layer_met3.png
Scale bar: 20 um.
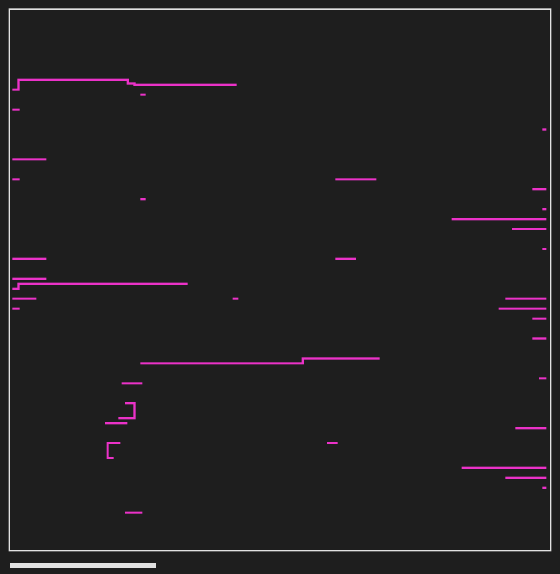
clocks.png
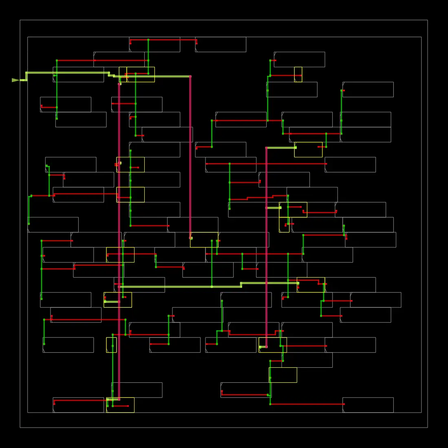
metal_density.png
Scale bar: 20 um. The die is cut into 15 by 15 equal tiles; dark blue is low, red is high, scaled to the fullest tile. Values are wire area over tile area, all layers added.
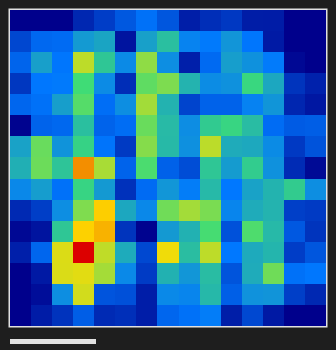
layer_met1.png
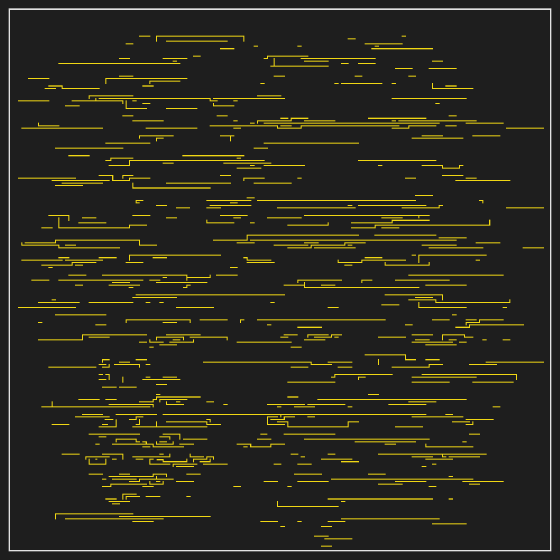
File: src/rtl/daa_readout_collector_pkg.sv
// Shared constants, field widths and FSM state type for the DAA readout collector.
// The MAC exposes 31 bits of state through an 8-bit bus addressed by a 2-bit select.
package daa_readout_collector_pkg;

  localparam logic [1:0] SEL_RES_LO      = 2'd0;
  localparam logic [1:0] SEL_E_LO_EXP    = 2'd1;
  localparam logic [1:0] SEL_E_MID       = 2'd2;
  localparam logic [1:0] SEL_RES_HI_E_HI = 2'd3;

  localparam int unsigned RES_W  = 10;
  localparam int unsigned ERES_W = 18;
  localparam int unsigned EXP_W  = 3;

  typedef enum logic [2:0] {
    StIdle = 3'd0,
    StFrz  = 3'd1,
    StSel0 = 3'd2,
    StSel1 = 3'd3,
    StSel2 = 3'd4,
    StSel3 = 3'd5,
    StDone = 3'd6
  } state_e;

  // Select code driven to the MAC in a given state; idle and non-read states park on 0.
  function automatic logic [1:0] state_sel(input state_e s);
    case (s)
      StSel1:  return SEL_E_LO_EXP;
      StSel2:  return SEL_E_MID;
      StSel3:  return SEL_RES_HI_E_HI;
      default: return SEL_RES_LO;
    endcase
  endfunction

  function automatic state_e sel_advance(input state_e s);
    case (s)
      StSel0:  return StSel1;
      StSel1:  return StSel2;
      StSel2:  return StSel3;
      default: return StDone;
    endcase
  endfunction

endpackage

File: src/rtl/daa_byte_unpack.sv
// Combinational reassembly of the four captured MAC bytes into the parallel fields.
// Bit 7 of the sel-3 byte is reserved-zero; a set bit flags a framing error.
module daa_byte_unpack
  import daa_readout_collector_pkg::*;
(
  input  logic [7:0]        byte0,
  input  logic [7:0]        byte1,
  input  logic [7:0]        byte2,
  input  logic [7:0]        byte3,
  output logic [RES_W-1:0]  result,
  output logic [ERES_W-1:0] e_result,
  output logic [EXP_W-1:0]  exp_result,
  output logic              frame_err
);

  assign result     = {byte3[6:5], byte0};
  assign e_result   = {byte3[4:0], byte2, byte1[7:3]};
  assign exp_result = byte1[2:0];
  assign frame_err  = byte3[7];

endmodule

File: src/rtl/daa_readout_collector.sv
// Freezes the DAA MAC, walks the four select codes with a settle delay, captures each
// byte and publishes the reassembled fields atomically together with a done pulse.
module daa_readout_collector
  import daa_readout_collector_pkg::*;
#(
  parameter int unsigned SETTLE_CYCLES = 1
) (
  input  logic              clk,
  input  logic              rst_n,
  input  logic              start,
  input  logic [7:0]        bus_in,
  output logic [1:0]        sel_out,
  output logic              freeze,
  output logic              busy,
  output logic              done,
  output logic [RES_W-1:0]  result,
  output logic [ERES_W-1:0] e_result,
  output logic [EXP_W-1:0]  exp_result,
  output logic              frame_err
);

  localparam logic [2:0] SettleMax = 3'(SETTLE_CYCLES);

  state_e          state_q, state_d;
  logic [2:0]      cnt_q, cnt_d;
  logic [3:0][7:0] shadow_q, shadow_d;
  logic            load;

  logic [1:0]        sel_q;
  logic              freeze_q;
  logic              done_q;
  logic [RES_W-1:0]  result_q;
  logic [ERES_W-1:0] e_result_q;
  logic [EXP_W-1:0]  exp_result_q;
  logic              frame_err_q;

  logic [RES_W-1:0]  unp_result;
  logic [ERES_W-1:0] unp_e_result;
  logic [EXP_W-1:0]  unp_exp_result;
  logic              unp_frame_err;

  always_comb begin
    state_d  = state_q;
    cnt_d    = cnt_q;
    shadow_d = shadow_q;
    load     = 1'b0;
    unique case (state_q)
      StIdle: begin
        if (start) state_d = StFrz;
      end
      StFrz: begin
        cnt_d   = '0;
        state_d = StSel0;
      end
      StSel0, StSel1, StSel2, StSel3: begin
        if (cnt_q < SettleMax) begin
          cnt_d = cnt_q + 3'd1;
        end else begin
          cnt_d                        = '0;
          shadow_d[state_sel(state_q)] = bus_in;
          state_d                      = sel_advance(state_q);
          load                         = (state_q == StSel3);
        end
      end
      StDone: begin
        state_d = StIdle;
      end
      default: begin
        state_d = StIdle;
        cnt_d   = '0;
      end
    endcase
  end

  // Unpack from next-state shadows so the last byte lands in the outputs on DONE entry.
  daa_byte_unpack u_unpack (
    .byte0      (shadow_d[0]),
    .byte1      (shadow_d[1]),
    .byte2      (shadow_d[2]),
    .byte3      (shadow_d[3]),
    .result     (unp_result),
    .e_result   (unp_e_result),
    .exp_result (unp_exp_result),
    .frame_err  (unp_frame_err)
  );

  always_ff @(posedge clk or negedge rst_n) begin
    if (!rst_n) begin
      state_q  <= StIdle;
      cnt_q    <= '0;
      shadow_q <= '0;
      sel_q    <= SEL_RES_LO;
      freeze_q <= 1'b0;
      done_q   <= 1'b0;
    end else begin
      state_q  <= state_d;
      cnt_q    <= cnt_d;
      shadow_q <= shadow_d;
      sel_q    <= state_sel(state_d);
      freeze_q <= (state_d != StIdle);
      done_q   <= (state_d == StDone);
    end
  end

  always_ff @(posedge clk or negedge rst_n) begin
    if (!rst_n) begin
      result_q     <= '0;
      e_result_q   <= '0;
      exp_result_q <= '0;
      frame_err_q  <= 1'b0;
    end else if (load) begin
      result_q     <= unp_result;
      e_result_q   <= unp_e_result;
      exp_result_q <= unp_exp_result;
      frame_err_q  <= unp_frame_err;
    end
  end

  assign sel_out    = sel_q;
  assign freeze     = freeze_q;
  assign busy       = freeze_q;
  assign done       = done_q;
  assign result     = result_q;
  assign e_result   = e_result_q;
  assign exp_result = exp_result_q;
  assign frame_err  = frame_err_q;

endmodule

File: config.mk
export PLATFORM = sky130hd
export DESIGN_NAME = daa_readout_collector
export DESIGN_NICKNAME = d
export VERILOG_FILES = /design/src/rtl/daa_readout_collector_pkg.sv /design/src/rtl/daa_byte_unpack.sv /design/src/rtl/daa_readout_collector.sv
export SDC_FILE = /design/constraint.sdc
export NUM_CORES = 1
export LEC_CHECK = 0
export CORE_UTILIZATION = 50
export CTS_CLUSTER_SIZE = 25
export DETAILED_ROUTE_END_ITERATION = 12
export GPL_TIMING_DRIVEN = 0
export PLACE_DENSITY_LB_ADDON = 0.1
export REMOVE_ABC_BUFFERS = 1
export SLEW_MARGIN = 20
export SYNTH_ARGS = -nofsm -noshare
export SYNTH_HDL_FRONTEND = slang
export SYNTH_SLANG_ARGS = --single-unit
File: constraint.sdc
create_clock -name clk -period 4.4 [get_ports clk]
set_input_delay 0.88 -clock clk [delete_from_list [all_inputs] [get_ports clk]]
set_output_delay 0.88 -clock clk [all_outputs]
set_load 0.03 [all_outputs]
==> run_results.csv <==
group,metric,value,unit
clocking,cts.clk_slew.worst_paths,70,ps
clocking,clock-sinks,66,
clocking,cts_tree,"done",
setup_path,worst_setup_path_start_kind,"flop",
grt,use_met2,29.8,%
grt,grt_pass1_vias,1481,
grt,busiest_layer,"met2",
clocking,post_cts_resized,0,
yosys,yosys-stat-cells,159,
pwr,peakVddDrop,0.442,mV
cells_and_area,fin_cells,281,
clocking,cts_buffers,9,
timing,max_clock_freq,443,MHz
pwr,p_comb_share,44.2,%
yosys,syn-cell-area,2580,um^2
die,ios,48,
yosys,synth_area_per_cell,16.2,um^2
pwr,internal-power,1780,uW
setup_path,worstPathRequired,3520,ps
grt,grt_usage,19.7,%
setup_path,worstPathMaxFanout,2,
cells_and_area,nNetsFinal,221,
clocking,cts_root_buf,"clkbuf_8",
setup_path,cp-end-kind,"output port",
drt,wl_per_cell,16.4,um
worst_hold_path,hp-class,"in -> async",
drt,vias,1464,
die,die_w,73.8,um
timing,hold_viol_final,0,
setup_path,cp.buffers_inverters,1,
pwr,power_leakage,0.00141,uW
yosys,ys_seq_share,64.1,%
die,die-height,73.8,um
timing,drv_slew,0,
die,design.core.area,4850,um^2
flow_run,maxCapViolCount,0,
pwr,swShare,36.4,%
outcome,status,"completed",
grt,grt_overflow,0,
grt,grt_pass1_wl,7.49,mm
Notes on layer_met3.png above:
27 nets have wire on it. The wires run mostly horizontal.

Notes on clocks.png above:
Worst Skew: 5.94 ps
FFs & Latches: 66
clock buffers: 14
worst skew pair latency: 340 ps

Notes on metal_density.png above:
7.6% of the tiles are nearly empty. The emptiest ninth of the die: top right. The mean over all tiles is 0.13. The fullest tile reaches 0.46.

Notes on layer_met1.png above:
The wires run mostly horizontal. The longest straight run is 35.9 um.

## cell families after synthesis
kind of cell	synth area share [%]
AND-OR/OR-AND	2.86
XOR/XNOR	0.340
adder cells (fa/ha/maj)	0.485
buffers and inverters	2.67
flip-flops	64.1
multiplexers	26.0
AND/OR/NAND/NOR	3.54
## path summary, 6_finish.rpt
check	slack (ps)	endpoint	cells after the start
setup / recovery	2140	e_result[2]	1
hold / removal	470	shadow_q[10]	1
setup reg to reg	2580	shadow_q[21]	3
hold reg to reg	480	e_result[7]	1
max in group asynchronous	3400	shadow_q[15]	2
min in group clk	480	e_result[7]	1
## synth_stat cells (all sizes together)
cell / instances / area share (%)
mux2i: 1 / 0.39
nor4: 1 / 0.24
o31ai: 2 / 0.78
nand3: 1 / 0.39
o21ai: 1 / 0.19
a32o: 2 / 0.78
dfrtp: 66 / 64
nand2: 1 / 0.15
nor2: 4 / 0.68
or3: 2 / 0.49
xnor2: 1 / 0.34
o22ai: 1 / 0.24
or4b: 1 / 0.39
nand3b: 1 / 0.29
a31o: 1 / 0.34
nand2b: 1 / 0.53
inv: 1 / 0.15
a21oi: 1 / 0.19
ha: 1 / 0.49
mux2: 56 / 26
nor3: 2 / 0.39
clkbuf: 1 / 0.19
buf: 9 / 2.3
o31a: 1 / 0.34
## cells in the final DEF, fill, tap and decap left out, drive strengths merged
cell	count
clkinv	2
nor3	2
inv	1
nor2	4
mux2i	1
nand2	1
dfrtp	66
o31a	1
xnor2	1
or3	2
nand3b	1
clkdlybuf4s50	46
buf	3
nor4	1
clkbuf	14
a21oi	1
o21ai	1
mux2	56
a31o	1
nand3	1
o31ai	2
a32o	2
or4b	1
ha	1
nand2b	1
o22ai	1
## metal layers
layer,vias up,routed length [um]
li1,664,-
met1,750,2020
met2,39,2290
met3,11,190
met4,0,122
met5,-,0
## stage by stage
step | setup slack, ps | instance area (um^2)
after detailed placement | 2290 | 3120
after global routing | 2100 | 3300
after global placement | 503 | 3070
after CTS | 2130 | 3300
after floorplan | 2360 | 2510
final | 2140 | 3300
## worst reg2reg max path, cell delays in order (launching register included)
cell	delay, ps
dfrtp_1	480
nand2b_4	210
or3_1	610
mux2_4	400
## power groups by stage
stage	logic (uW)	clock network (uW)	registers, uW
global placement	1200	0	1080
floorplan	447	0	1400
finish	1240	461	1100
CTS	1250	469	1100
detailed placement	1240	0	1110
global route	1310	500	1140
## state kept, by name (all words and copies together) (netlist names)
name / count
busy: 1
cnt_q: 3
done: 1
e_result: 18
exp_result: 3
frame_err: 1
result: 10
sel_out: 2
shadow_q: 24
state_q: 3
## final cells by class
cell class / instances / area (um^2)
inverters: 1 / 3.75
repair buffers: 49 / 515
flip-flops and latches: 66 / 1650
fillers: 345 / 1550
well taps: 67 / 83.8
multi-input cells: 82 / 862
clock inverters: 2 / 10.0
clock buffers: 14 / 173
Power figures rest on the tool's default switching activity, not on a simulated workload.
